==> src/rtl/cgra_config_sequencer.sv <==
// Handshaked controller for one CGRA kernel invocation. It accepts configuration
// beats, replays each one for a single cycle on the fabric config bus, runs the
// datapath for a programmed budget, and then pulses done.
module cgra_config_sequencer #(
  parameter int ADDR_W  = 32,
  parameter int DATA_W  = 32,
  parameter int CNT_W   = 32,
  parameter int CFG_GAP = 0
) (
  input  logic              clk_in,
  input  logic              reset_in,
  input  logic              start_in,
  input  logic [CNT_W-1:0]  run_cycles_in,
  input  logic              abort_in,
  input  logic              cfg_valid_in,
  output logic              cfg_ready_out,
  input  logic [ADDR_W-1:0] cfg_addr_in,
  input  logic [DATA_W-1:0] cfg_data_in,
  input  logic              cfg_last_in,
  output logic [ADDR_W-1:0] config_addr_out,
  output logic [DATA_W-1:0] config_data_out,
  output logic              run_en_out,
  output logic              busy_out,
  output logic              done_out,
  output logic [CNT_W-1:0]  run_count_out
);

  localparam int GAP_W = (CFG_GAP > 0) ? $clog2(CFG_GAP + 1) : 1;
  localparam logic [GAP_W-1:0] GAP_LOAD = GAP_W'(CFG_GAP);

  typedef enum logic [2:0] {
    S_IDLE,
    S_LOAD,
    S_FLUSH,
    S_RUN,
    S_DONE
  } state_t;

  state_t             r_state;
  state_t             w_state_nxt;
  logic [CNT_W-1:0]   r_budget;
  logic [CNT_W-1:0]   r_run_count;
  logic [GAP_W-1:0]   r_gap;
  logic [ADDR_W-1:0]  r_cfg_addr;
  logic [DATA_W-1:0]  r_cfg_data;

  logic w_start_acc;
  logic w_beat_acc;
  logic w_run_last;
  logic w_ready;
  logic w_run_en;
  logic w_busy;
  logic w_done;

  // Abort wins over start and beat acceptance, so nothing new is latched and
  // a beat offered in the abort cycle never reaches the fabric.
  assign w_start_acc = (r_state == S_IDLE) && start_in && !abort_in;
  assign w_beat_acc  = w_ready && cfg_valid_in && !abort_in;
  // The budget is at least 1 whenever RUN is entered, so the subtraction cannot wrap.
  assign w_run_last  = (r_run_count >= (r_budget - CNT_W'(1)));

  // NOTE: sequential state uses non-blocking (<=) so every register samples
  // pre-edge values; blocking here would create order-dependent races.
  always_ff @(posedge clk_in) begin
    if (reset_in) begin
      r_state <= S_IDLE;
    end else begin
      r_state <= w_state_nxt;
    end
  end

  // NOTE: every signal driven in this block gets a default before the case,
  // so no path leaves one unassigned and no latch is inferred.
  always_comb begin
    w_state_nxt = r_state;
    w_ready     = 1'b0;
    w_run_en    = 1'b0;
    w_busy      = (r_state != S_IDLE);
    w_done      = 1'b0;

    unique case (r_state)
      S_IDLE: begin
        if (start_in) w_state_nxt = S_LOAD;
      end
      S_LOAD: begin
        w_ready = (r_gap == '0);
        if (w_ready && cfg_valid_in && cfg_last_in) w_state_nxt = S_FLUSH;
      end
      S_FLUSH: begin
        w_state_nxt = (r_budget == '0) ? S_DONE : S_RUN;
      end
      S_RUN: begin
        w_run_en = 1'b1;
        if (w_run_last) w_state_nxt = S_DONE;
      end
      S_DONE: begin
        w_done      = 1'b1;
        w_state_nxt = S_IDLE;
      end
      default: begin
        w_state_nxt = S_IDLE;
      end
    endcase

    if (abort_in) w_state_nxt = S_IDLE;
  end

  // NOTE: the config bus registers are reset explicitly because the fabric
  // treats any nonzero address as a live write, even straight out of reset.
  always_ff @(posedge clk_in) begin
    if (reset_in || abort_in) begin
      r_cfg_addr <= '0;
      r_cfg_data <= '0;
    end else if (w_beat_acc) begin
      r_cfg_addr <= cfg_addr_in;
      r_cfg_data <= cfg_data_in;
    end else begin
      r_cfg_addr <= '0;
      r_cfg_data <= '0;
    end
  end

  // The gap counter holds off ready for CFG_GAP cycles after every accepted beat.
  always_ff @(posedge clk_in) begin
    if (reset_in || abort_in) begin
      r_gap <= '0;
    end else if (w_beat_acc) begin
      r_gap <= GAP_LOAD;
    end else if (r_gap != '0) begin
      r_gap <= r_gap - GAP_W'(1);
    end
  end

  always_ff @(posedge clk_in) begin
    if (reset_in) begin
      r_budget <= '0;
    end else if (w_start_acc) begin
      r_budget <= run_cycles_in;
    end
  end

  // The count survives abort and DONE so the host can read it back afterwards.
  always_ff @(posedge clk_in) begin
    if (reset_in) begin
      r_run_count <= '0;
    end else if (w_start_acc) begin
      r_run_count <= '0;
    end else if ((r_state == S_RUN) && !abort_in && (r_run_count < r_budget)) begin
      r_run_count <= r_run_count + CNT_W'(1);
    end
  end

  assign cfg_ready_out   = w_ready;
  assign config_addr_out = r_cfg_addr;
  assign config_data_out = r_cfg_data;
  assign run_en_out      = w_run_en;
  assign busy_out        = w_busy;
  assign done_out        = w_done;
  assign run_count_out   = r_run_count;

endmodule

==> config.mk <==
export PLATFORM = sky130hd
export DESIGN_NAME = cgra_config_sequencer
export DESIGN_NICKNAME = d
export VERILOG_FILES = /design/src/rtl/cgra_config_sequencer.sv
export SDC_FILE = /design/constraint.sdc
export NUM_CORES = 1
export LEC_CHECK = 0
export CORE_MARGIN = 3
export CORE_UTILIZATION = 53
export CTS_BUF_LIST = sky130_fd_sc_hd__clkbuf_8 sky130_fd_sc_hd__clkbuf_16
export CTS_CLUSTER_SIZE = 28
export DETAILED_ROUTE_END_ITERATION = 6
export GPL_ROUTABILITY_DRIVEN = 0
export PLACE_DENSITY = 0.84
export REMOVE_ABC_BUFFERS = 1
export SYNTH_ARGS = -nofsm -noshare
export SYNTH_HDL_FRONTEND = slang
export SYNTH_SLANG_ARGS = --single-unit
==> constraint.sdc <==
create_clock -name clk_in -period 6 [get_ports clk_in]
set_clock_uncertainty 0.1 [all_clocks]
set_input_delay 1.5 -clock clk_in [delete_from_list [all_inputs] [get_ports clk_in]]
set_output_delay 1.5 -clock clk_in [all_outputs]
set_load 0.02 [all_outputs]
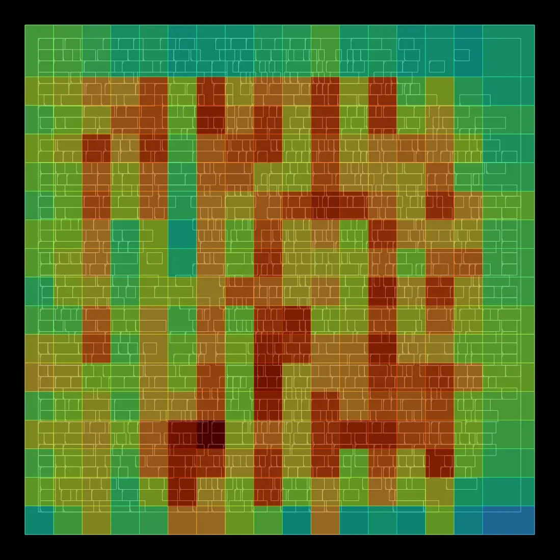
**Above:** run 1 (routing congestion).
M2 GR Usage: 47.1%
routed len/inst: 16.9 um
most utilized layer in the global route result: met2

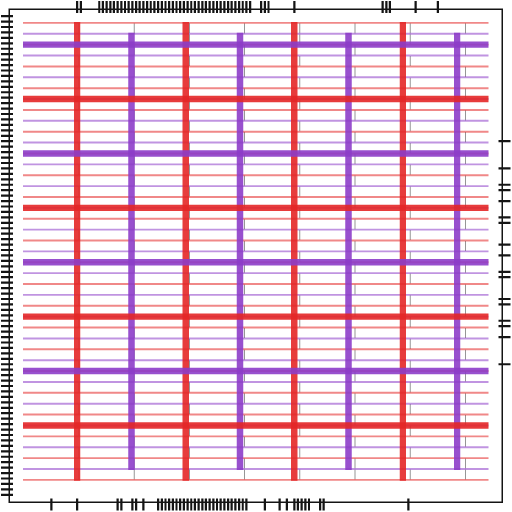
**Above:** run 1 (PDN straps and rails).
(4 px per um) Pins as bars on the die edge. Tap cells in gray.
color	net
red	VSS
purple	VDD
signal pins	202
met4 straps	8
tap cells	176
met5 straps	8
met1 rails	43

==> impl_metrics.ini, run 1 <==
; generated from flow reports
[yosys]
xor_share_pct = 3.63
common_cells = 132 x dfxtp_1, 120 x nand2_1, 66 x and2_1, 66 x ha_1, 57 x a21oi_1
syn_area_sq_um = 7240
yosys.stat.seqShare_pct = 36.5
muxShareOfSynthArea_pct = 4.42
yosysWarnings = 0
flop_cell = dfxtp_1
ys_ff = 132

[cells_and_area]
nNonClkInverters = 35
lay_top_cells = 200 x clkdlybuf4s50_1, 132 x dfxtp_1, 120 x nand2_1
flops = 132
sh_comb_area_pct = 43.2
clk_share_pct = 6.05
antenna_cells = 0
lay_top_count = clkdlybuf4s50_1

[pwr]
p_switching_uw = 669
power.internal_mw = 1.66
p_clk_share_pct = 45.0
max-vdd-ir-drop_v = 0.000214
swShare_pct = 28.7
p_comb_share_pct = 16.3
powerDensity_nw_per_um2 = 235

[worst_setup_path]
cp_slowest_cell = clkdlybuf4s50_1
r2r.worst_path.cells = 14
worstPathArrival_ns = 2.05
startpoint = r_state[0]$_SDFFE_PP0P_
crit_required_ns = 4.40

[sta]
fin_tns_setup_ns = 0
worst_slew_pin_slew_ns = 0.720
clock.fmax_mhz = 274
fin_crit_ns = 3.65
finalClockPeriodUsage_pct = 60.9
slew_headroom_pct = 52.0
rsz0062_at_grt = no

[routing]
top_layer_used = met4
drc_errors = 0
met2WireLength_um = 10000
vias = 6686
ant_nets = 0
wl_um = 20000

[cts]
cts_resized = 0
path_clk_slew_ns = 0.07
cts_buffers = 17
ctsRootBufferMaster = clkbuf_16

[placed_design]
dp_slack_ns = 2.21
port_buffers = 201

[grt]
grtUsageTotal_pct = 27.1
antenna_found_initial = 0
grt_max_degree = 65
grt_pass1_wl_um = 32100

[hold_path]
whs_endpoint = r_budget[1]$_SDFFE_PP0P_
min_from = r_budget[1]$_SDFFE_PP0P_
worstHoldPathCells = 2

[outcome]
outcome = finished, final reports clean

[floorplanning]
die_h_um = 123
dieArea_sq_um = 15100
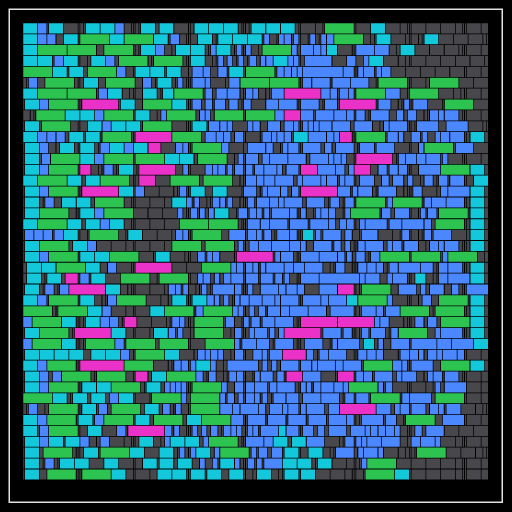
**Above:** run 1 (cell classes on the final placement).
(4 px per um) Fill, decap, tap and diode cells in gray.
color	class	cells	share of their area
magenta	clock drivers and dummy loads	32	6.2%
blue	combinational and other logic	641	46%
green	flops	132	27%
cyan	other buffers and delay cells	207	21%

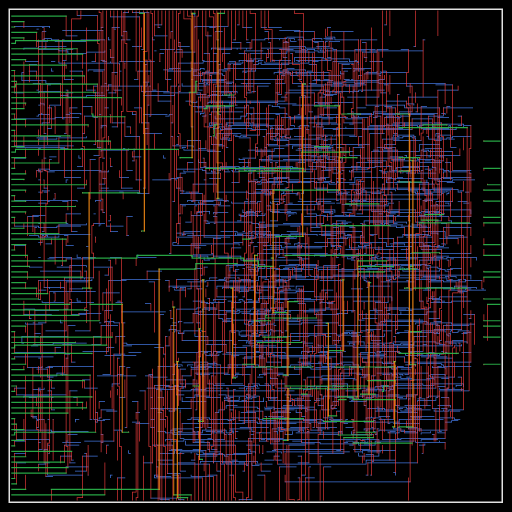
**Above:** run 1 (routed metal, one color a layer).
(4 px per um)
color	layer	wire length
orange	metal 4	813 um
red	metal 2	10000 um
green	metal 3	1610 um
blue	metal 1	7580 um

==> run 1: through the flow <==
step                      power, mW  area, sq um  hold slack [ns]
after floorplan                1.15         7050            0.343
after global placement         1.29         9350            0.360
after detailed placement       1.30         9350            0.366
after CTS                      2.35         9950            0.376
after global routing           2.43         9950            0.404
final                          2.33         9950            0.376
==> run 1: registers in the layout, indices dropped and copies added (netlist names) <==
register,count
run_count_out,32
config_addr_out,32
r_budget,32
r_gap,1
config_data_out,32
r_state,3
==> run 1: power groups by stage <==
stage | logic, mW | clock network (mW) | registers [mW]
after floorplan | 0.232 | 0 | 0.922
after global placement | 0.365 | 0 | 0.923
after detailed placement | 0.373 | 0 | 0.924
after CTS | 0.378 | 1.07 | 0.904
after global routing | 0.417 | 1.11 | 0.906
final | 0.380 | 1.05 | 0.904
==> inputs of run 2 (changes only) <==
Settings changed: CORE_UTILIZATION 53 to 44, PLACE_DENSITY 0.84 to 0.74.
Clock period 6 ns to 3.05 ns, I/O delays scaled along.
==> impl_metrics.ini, run 2 <==
; generated from flow reports
[outcome]
outcome = finished, violations left
violations = setup timing

[sta]
hold_ws_ns = 0.392
setup_viol = 3
rsz0062_at_grt = yes
finalClockPeriodUsage_pct = 102
layout_setup_ws_ns = -0.0741
clock.fmax_mhz = 320
fin_tns_setup_ns = -0.127

[cells_and_area]
lay_top_count = clkdlybuf4s50_1
antenna_cells = 0
final_area_sq_um = 10700

[worst_setup_path]
crit_required_ns = 3.27
worstPathArrival_ns = 3.34

[routing]
vias = 6769
wl_per_cell_um = 16.4
wl_um = 21200
met2WireLength_um = 10500
drc_errors = 0

[pwr]
power.internal_mw = 3.57

[yosys]
muxShareOfSynthArea_pct = 4.42
common_cells = 132 x dfxtp_1, 120 x nand2_1, 66 x and2_1, 66 x ha_1, 57 x a21oi_1
ys_ff = 132
syn_area_sq_um = 7240
yosysWarnings = 0
xor_share_pct = 3.63
yosys.stat.seqShare_pct = 36.5

[grt]
grt_pass1_wl_um = 33900
grt_max_degree = 65
use_met2_pct = 40.8
antenna_found_initial = 0

[cts]
cts_buffers = 17
cts_resized = 24
ctsRootBufferMaster = clkbuf_16

[placed_design]
dp_slack_ns = -0.197
port_buffers = 201
placed_area_sq_um = 9900
run 2: layout make-up:
class	instances	share of cell area (%)
Clock buffer	17	3.98
Clock inverter	14	1.89
Inverter	35	1.23
Multi-Input combinational cell	606	41.4
Sequential cell	132	24.8
Tap cell	216	2.53
Timing Repair Buffer	271	24.2
run 2: worst paths after layout:
| path | startpoint | to | cells past startpoint |
|---|---|---|---|
| worst max-delay path | r_budget[17]$_SDFFE_PP0P_ | r_state[2]$_SDFFE_PP0P_ | 12 |
| worst min-delay path | r_budget[13]$_SDFFE_PP0P_ | r_budget[13]$_SDFFE_PP0P_ | 2 |
| worst max register to register | r_budget[17]$_SDFFE_PP0P_ | r_state[2]$_SDFFE_PP0P_ | 12 |
| worst min register to register | r_budget[13]$_SDFFE_PP0P_ | r_budget[13]$_SDFFE_PP0P_ | 2 |
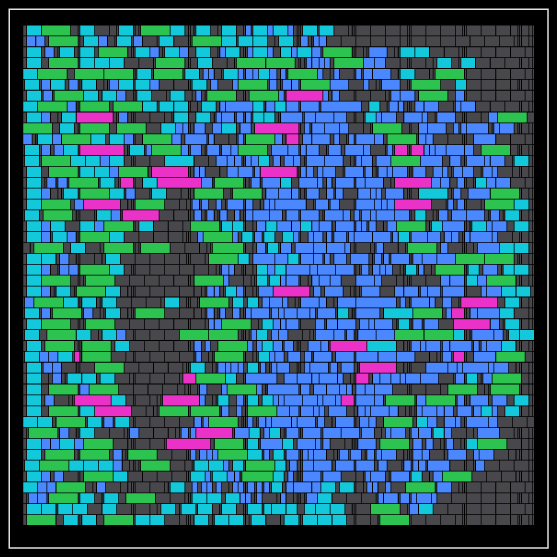
**Above:** run 2 (cell classes on the final placement).
(4 px per um) Fill, decap, tap and diode cells in gray.
color	class	cells	share of their area
cyan	other buffers and delay cells	271	25%
green	flops	132	25%
magenta	clock drivers and dummy loads	31	6.0%
blue	combinational and other logic	641	44%

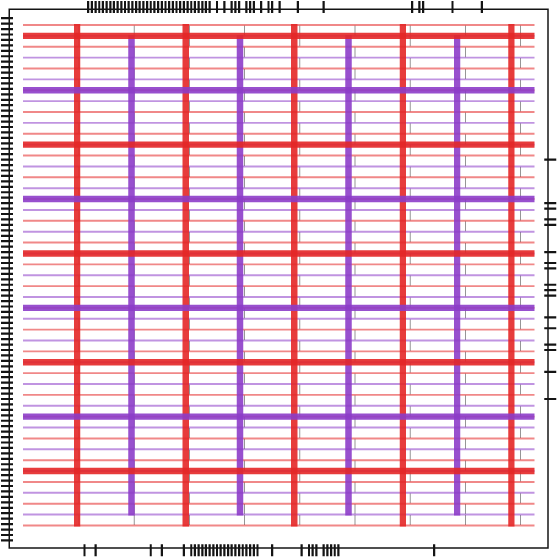
**Above:** run 2 (PDN straps and rails).
(4 px per um) Pins as bars on the die edge. Tap cells in gray.
color	net
purple	VDD
red	VSS
met1 rails	47
signal pins	202

Power and IR drop assume default switching activity.
